`src/rtl/perf_xbar_n.sv`:
```
// rtl/perf_xbar_n.sv - N-channel peripheral crossbar with write counters, drop counter and enable mask
module perf_xbar_n #(
    parameter int NUM_CH     = 4,
    parameter int DATA_WIDTH = 64,
    parameter int ADDR_WIDTH = 64,
    parameter int SEL_LSB    = 8,
    parameter int SEL_WIDTH  = 3,
    parameter int CNT_WIDTH  = 32
) (
    input  logic                         clk,
    input  logic                         rst,
    input  logic [DATA_WIDTH-1:0]        cpu_din,
    input  logic [ADDR_WIDTH-1:0]        cpu_ain,
    input  logic                         cpu_wren,
    output logic [DATA_WIDTH-1:0]        cpu_dout,
    output logic [NUM_CH*DATA_WIDTH-1:0] dout_flat,
    output logic [NUM_CH*ADDR_WIDTH-1:0] aout_flat,
    output logic [NUM_CH-1:0]            wrout,
    input  logic [NUM_CH*DATA_WIDTH-1:0] din_flat
);

    // Select values at or above NUM_CH address the internal bank.
    localparam logic [SEL_WIDTH-1:0] CH_LIMIT = SEL_WIDTH'(NUM_CH);
    localparam logic [SEL_LSB-1:0]   IDX_DROP = SEL_LSB'(NUM_CH);
    localparam logic [SEL_LSB-1:0]   IDX_MASK = SEL_LSB'(NUM_CH + 1);
    localparam logic [CNT_WIDTH-1:0] CNT_MAX  = '1;

    logic [SEL_WIDTH-1:0]  sel;
    logic [SEL_LSB-1:0]    idx;
    logic                  is_bank;

    logic [NUM_CH-1:0]     ch_hit;
    logic [NUM_CH-1:0]     acc_wr;
    logic                  drop_wr;
    logic                  bank_mask_wr;
    logic                  bank_clr;

    logic [ADDR_WIDTH-1:0] aout_r [NUM_CH];
    logic [DATA_WIDTH-1:0] dout_r [NUM_CH];

    logic [CNT_WIDTH-1:0]  wcnt [NUM_CH];
    logic [CNT_WIDTH-1:0]  drop_cnt;
    logic [NUM_CH-1:0]     mask;

    logic                  rd_bank;
    logic [SEL_WIDTH-1:0]  rd_sel;
    logic [SEL_LSB-1:0]    rd_idx;
    logic [DATA_WIDTH-1:0] bank_val;
    logic [DATA_WIDTH-1:0] ch_val;

    assign sel     = cpu_ain[SEL_LSB +: SEL_WIDTH];
    assign idx     = cpu_ain[SEL_LSB-1:0];
    assign is_bank = (sel >= CH_LIMIT);

    // Decode the current CPU cycle into channel hits, accepted/dropped writes and bank writes.
    always_comb begin
        ch_hit = '0;
        for (int k = 0; k < NUM_CH; k++) begin
            ch_hit[k] = !is_bank && (sel == SEL_WIDTH'(k));
        end
        acc_wr       = ch_hit & mask & {NUM_CH{cpu_wren}};
        drop_wr      = cpu_wren && (|(ch_hit & ~mask));
        bank_mask_wr = cpu_wren && is_bank && (idx == IDX_MASK);
        bank_clr     = cpu_wren && is_bank && (idx != IDX_MASK);
    end

    // Channel ports: the selected channel captures address/data every cycle; strobes gated by mask.
    always_ff @(posedge clk) begin
        if (rst) begin
            for (int k = 0; k < NUM_CH; k++) begin
                aout_r[k] <= '0;
                dout_r[k] <= '0;
            end
            wrout <= '0;
        end else begin
            for (int k = 0; k < NUM_CH; k++) begin
                if (ch_hit[k]) begin
                    aout_r[k] <= cpu_ain;
                    dout_r[k] <= cpu_din;
                end
            end
            wrout <= acc_wr;
        end
    end

    for (genvar k = 0; k < NUM_CH; k++) begin : g_flat
        assign aout_flat[k*ADDR_WIDTH +: ADDR_WIDTH] = aout_r[k];
        assign dout_flat[k*DATA_WIDTH +: DATA_WIDTH] = dout_r[k];
    end

    // Control/status bank: saturating counters, clear-on-write, and the channel enable mask.
    always_ff @(posedge clk) begin
        if (rst) begin
            for (int k = 0; k < NUM_CH; k++) begin
                wcnt[k] <= '0;
            end
            drop_cnt <= '0;
            mask     <= '1;
        end else begin
            if (bank_mask_wr) begin
                mask <= cpu_din[NUM_CH-1:0];
            end
            if (bank_clr) begin
                for (int k = 0; k < NUM_CH; k++) begin
                    wcnt[k] <= '0;
                end
                drop_cnt <= '0;
            end else begin
                for (int k = 0; k < NUM_CH; k++) begin
                    if (acc_wr[k] && (wcnt[k] != CNT_MAX)) begin
                        wcnt[k] <= wcnt[k] + CNT_WIDTH'(1);
                    end
                end
                if (drop_wr && (drop_cnt != CNT_MAX)) begin
                    drop_cnt <= drop_cnt + CNT_WIDTH'(1);
                end
            end
        end
    end

    // Read pipeline stage 1: remember where this cycle's address points.
    always_ff @(posedge clk) begin
        if (rst) begin
            rd_bank <= 1'b0;
            rd_sel  <= '0;
            rd_idx  <= '0;
        end else begin
            rd_bank <= is_bank;
            rd_sel  <= sel;
            rd_idx  <= idx;
        end
    end

    // Bank register map lookup for the registered idx; unmapped indices read as zero.
    always_comb begin
        bank_val = '0;
        for (int k = 0; k < NUM_CH; k++) begin
            if (rd_idx == SEL_LSB'(k)) begin
                bank_val = DATA_WIDTH'(wcnt[k]);
            end
        end
        if (rd_idx == IDX_DROP) begin
            bank_val = DATA_WIDTH'(drop_cnt);
        end
        if (rd_idx == IDX_MASK) begin
            bank_val = DATA_WIDTH'(mask);
        end
    end

    // Channel read data mux for the registered select.
    always_comb begin
        ch_val = '0;
        for (int k = 0; k < NUM_CH; k++) begin
            if (rd_sel == SEL_WIDTH'(k)) begin
                ch_val = din_flat[k*DATA_WIDTH +: DATA_WIDTH];
            end
        end
    end

    // Read pipeline stage 2: register the returned value toward the CPU.
    always_ff @(posedge clk) begin
        if (rst) begin
            cpu_dout <= '0;
        end else begin
            cpu_dout <= rd_bank ? bank_val : ch_val;
        end
    end

endmodule

```
`config.mk`:
```
export PLATFORM = sky130hd
export DESIGN_NAME = perf_xbar_n
export DESIGN_NICKNAME = d
export VERILOG_FILES = /design/src/rtl/perf_xbar_n.sv
export SDC_FILE = /design/constraint.sdc
export NUM_CORES = 1
export LEC_CHECK = 0
export ABC_AREA = 1
export CAP_MARGIN = 20
export CORE_AREA = 2 2 376 378
export DETAILED_ROUTE_END_ITERATION = 8
export DIE_AREA = 0 0 378 380
export PLACE_DENSITY = 0.5
export SETUP_SLACK_MARGIN = 0.05
export SYNTH_ARGS = -nofsm -noshare
export SYNTH_HDL_FRONTEND = slang
export SYNTH_SLANG_ARGS = --single-unit
export TNS_END_PERCENT = 1
```
`constraint.sdc`:
```
create_clock -name clk -period 6.2 [get_ports clk]
set_clock_uncertainty 0.15 [all_clocks]
set_input_delay 0.62 -clock clk [delete_from_list [all_inputs] [get_ports clk]]
set_output_delay 0.62 -clock clk [all_outputs]
set_load 0.05 [all_outputs]
```
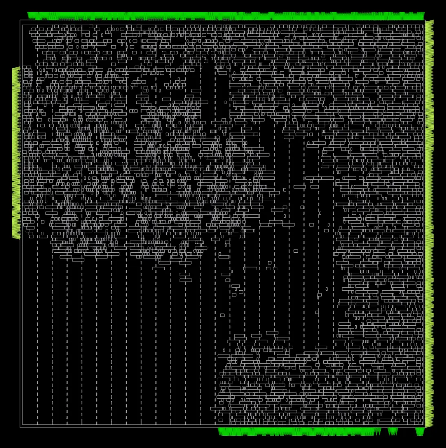
Fig. 1. Cell placement.
Seq Cell Count: 756
non-filler cells, final: 6132
core area: 139200 µm²

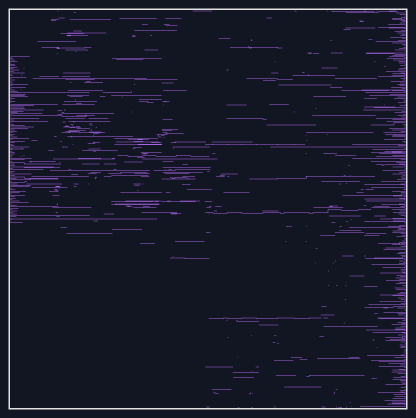
Fig. 2. M3 wires.
The longest straight run is 139 µm. The layer holds 7.1% of the routed length. 643 nets have wire on it.
via count: 27310
routed wire length: 149800 µm
met3 usage: 4.398%

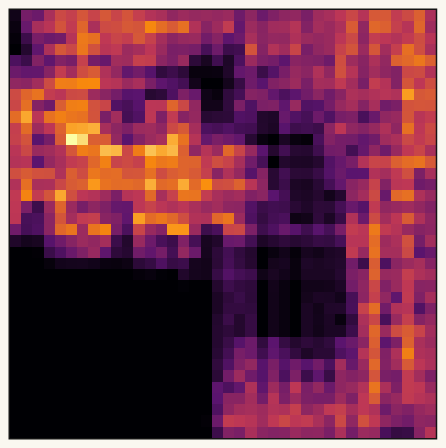
Fig. 3. Wiring heat map.
The die is cut into 38 by 38 equal tiles; black is low, pale yellow is high, scaled to the fullest tile. Values are wire area over tile area, all layers added.
The densest ninth of the die: top left. The fullest tile reaches 0.57. 20% of the tiles are nearly empty. The mean over all tiles is 0.17.
per-cell routed wire length: 24.43 µm
GR Util All Layers: 19.98%

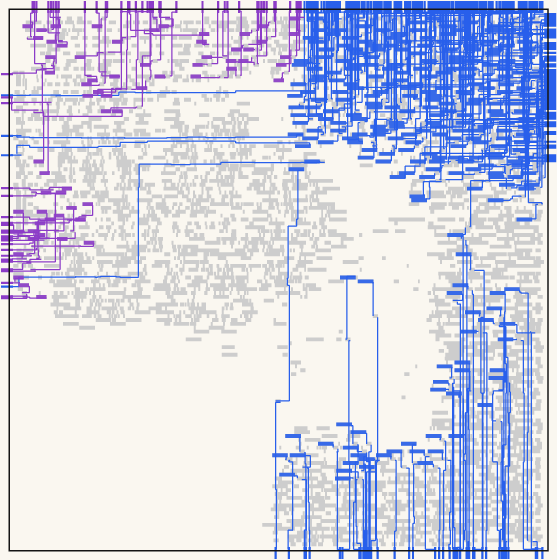
Fig. 4. Wires at chosen ports, followed through buffers.
Key: cpu_dout = purple [bits 64, direction output, edge 41 top, 23 left, end cells 64, buffers 64, wire 2980 µm]; dout_flat = blue [bits 256, direction output, edge 148 top, 59 right, 45 bottom, 4 left, end cells 256, buffers 256, wire 20.4 mm]
I/O pin count: 967
port buffer count: 966

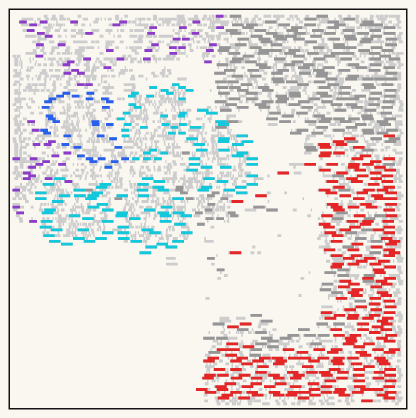
Fig. 5. Register map, names as in the netlist.
Other sequential cells in the stronger gray, the rest of the logic in the fainter gray.
Key: wcnt = cyan [flops 128]; cpu_dout = purple [flops 64, where top left]; aout_r = red [flops 256]; drop_cnt = blue [flops 32]
power in sequential cells: 5.96 mW
register area: 21220 µm²
Seq/total area: 45.06%

==> placed cells by master (no fill, tap or decap), types with 9 or more instances in the layout <==
cell | synthesis | final
clkinv_2 | 1 | 13
a211oi_1 | 32 | 32
a21oi_1 | 89 | 89
buf_4 | 3 | 29
nand2_1 | 551 | 547
edfxtp_1 | 608 | 608
nand4_1 | 50 | 50
o211ai_1 | 12 | 12
clkinv_1 | 2 | 21
clkbuf_1 | 97 | 16
nor3_1 | 84 | 84
dfxtp_1 | 148 | 148
nand2_2 | 9 | 9
nand3_1 | 85 | 84
xor2_1 | 43 | 43
nor2_2 | 8 | 9
o22ai_1 | 12 | 12
nor3b_1 | 31 | 31
clkdlybuf4s50_1 | 0 | 966
o221ai_1 | 24 | 24
clkbuf_16 | 0 | 89
nor4_1 | 15 | 15
nor2_1 | 707 | 706
inv_1 | 344 | 344
a41oi_1 | 32 | 32
o21ai_0 | 135 | 135
==> path summary, 6_finish.rpt <==
kind | to | slack (ns) | cells after the start
worst max-delay path | dout_r[2][12] | 2.49 | 5
worst min-delay path | drop_cnt[11] | 0.34 | 2
worst max register to register | cpu_dout[0] | 2.94 | 11
worst min register to register | drop_cnt[11] | 0.34 | 2
==> report_power, final <==
part | switching [mW] | total [mW] | internal [mW]
registers | 0.139 | 5.96 | 5.82
logic | 1.77 | 2.53 | 0.765
clock network | 2.30 | 5.29 | 2.99
total | 4.21 | 13.8 | 9.57
==> area by class of cell <==
class	instances	area (µm²)
antenna	6	15.01
clock buffer	111	2370
clock inverter	49	540.5
fill	14290	92090
inverter	353	1334
multi-input combinational	1982	9304
sequential	756	21220
tap	1876	2347
timing repair buffer	999	9967
==> worst max-delay path: cells and delay by family <==
| kind | cells | cell delay [ns] |
|---|---|---|
| buffers and inverters | 4 | 1.97 |
| AND/OR/NAND/NOR | 1 | 1.07 |
==> flow_summary.json <==
{
  "htree_levels": 3,
  "yosys.cell_count.top_type": "nor2_1",
  "power_leakage_nw": 17.21,
  "crit_chain": "clkdlybuf4s50_1, buf_4, clkinv_1, nand2_4, buf_12",
  "rsz0062_at_grt": "no",
  "ys_sh_xor_pct": 1.383,
  "pre_cts_ws_ns": 1.813,
  "top_usage_layer": "met2",
  "yosysTopAreaCell": "edfxtp_1",
  "syn_area_um2": 32300,
  "drt_iter0_markers": 2246,
  "place_hpwl_um": 114700,
  "whs_ns": 0.3429,
  "clk_path_buf_depth": 3,
  "synth-async-reset-ratio_pct": 0,
  "antenna_found_initial": 19,
  "period_needed_ns": 3.712,
  "fin_area_um2": 47100,
  "firstDrtPassIters": 5,
  "ir_drop_mv": 0.2180,
  "clockRootBuffer": "clkbuf_16",
  "cts_tree": "built",
  "grt_pass1_wl_um": 204600,
  "grt_max_degree": 90,
  "crit_required_ns": 6.32,
  "fmax_mhz": 269.4,
  "die_h_um": 380,
  "topCombFamilyByArea": "simple AND/OR/NAND/NOR gates",
  "r2r-start": "rd_idx[2]",
  "met2_usage_pct": 35.68,
  "status": "finished, final reports clean",
  "chipArea_um2": 143600,
  "edf_count": 608,
  "clock-sinks": 756,
  "hp-start": "drop_cnt[11]",
  "top_cells_by_area": "edfxtp_1 (57%), dfxtp_1 (9.2%), nor2_1 (8.2%), nand2_1 (6.4%), inv_1 (4.0%)",
  "dp_cells": 5966,
  "post_cts_buffers": 0,
  "rows": 137,
  "post_drt_via_cell_ratio": 4.453,
  "dr_wl_met2_um": 76260,
  "cp-end-kind": "register",
  "warnings": 26,
  "clk_latency_ns": 0.72,
  "setup_violations": 0,
  "synth_area_per_cell_um2": 10.06,
  "simple_gate_share_pct": 20.35
}
No activity file was given, so power comes from the tool's default toggle rates.
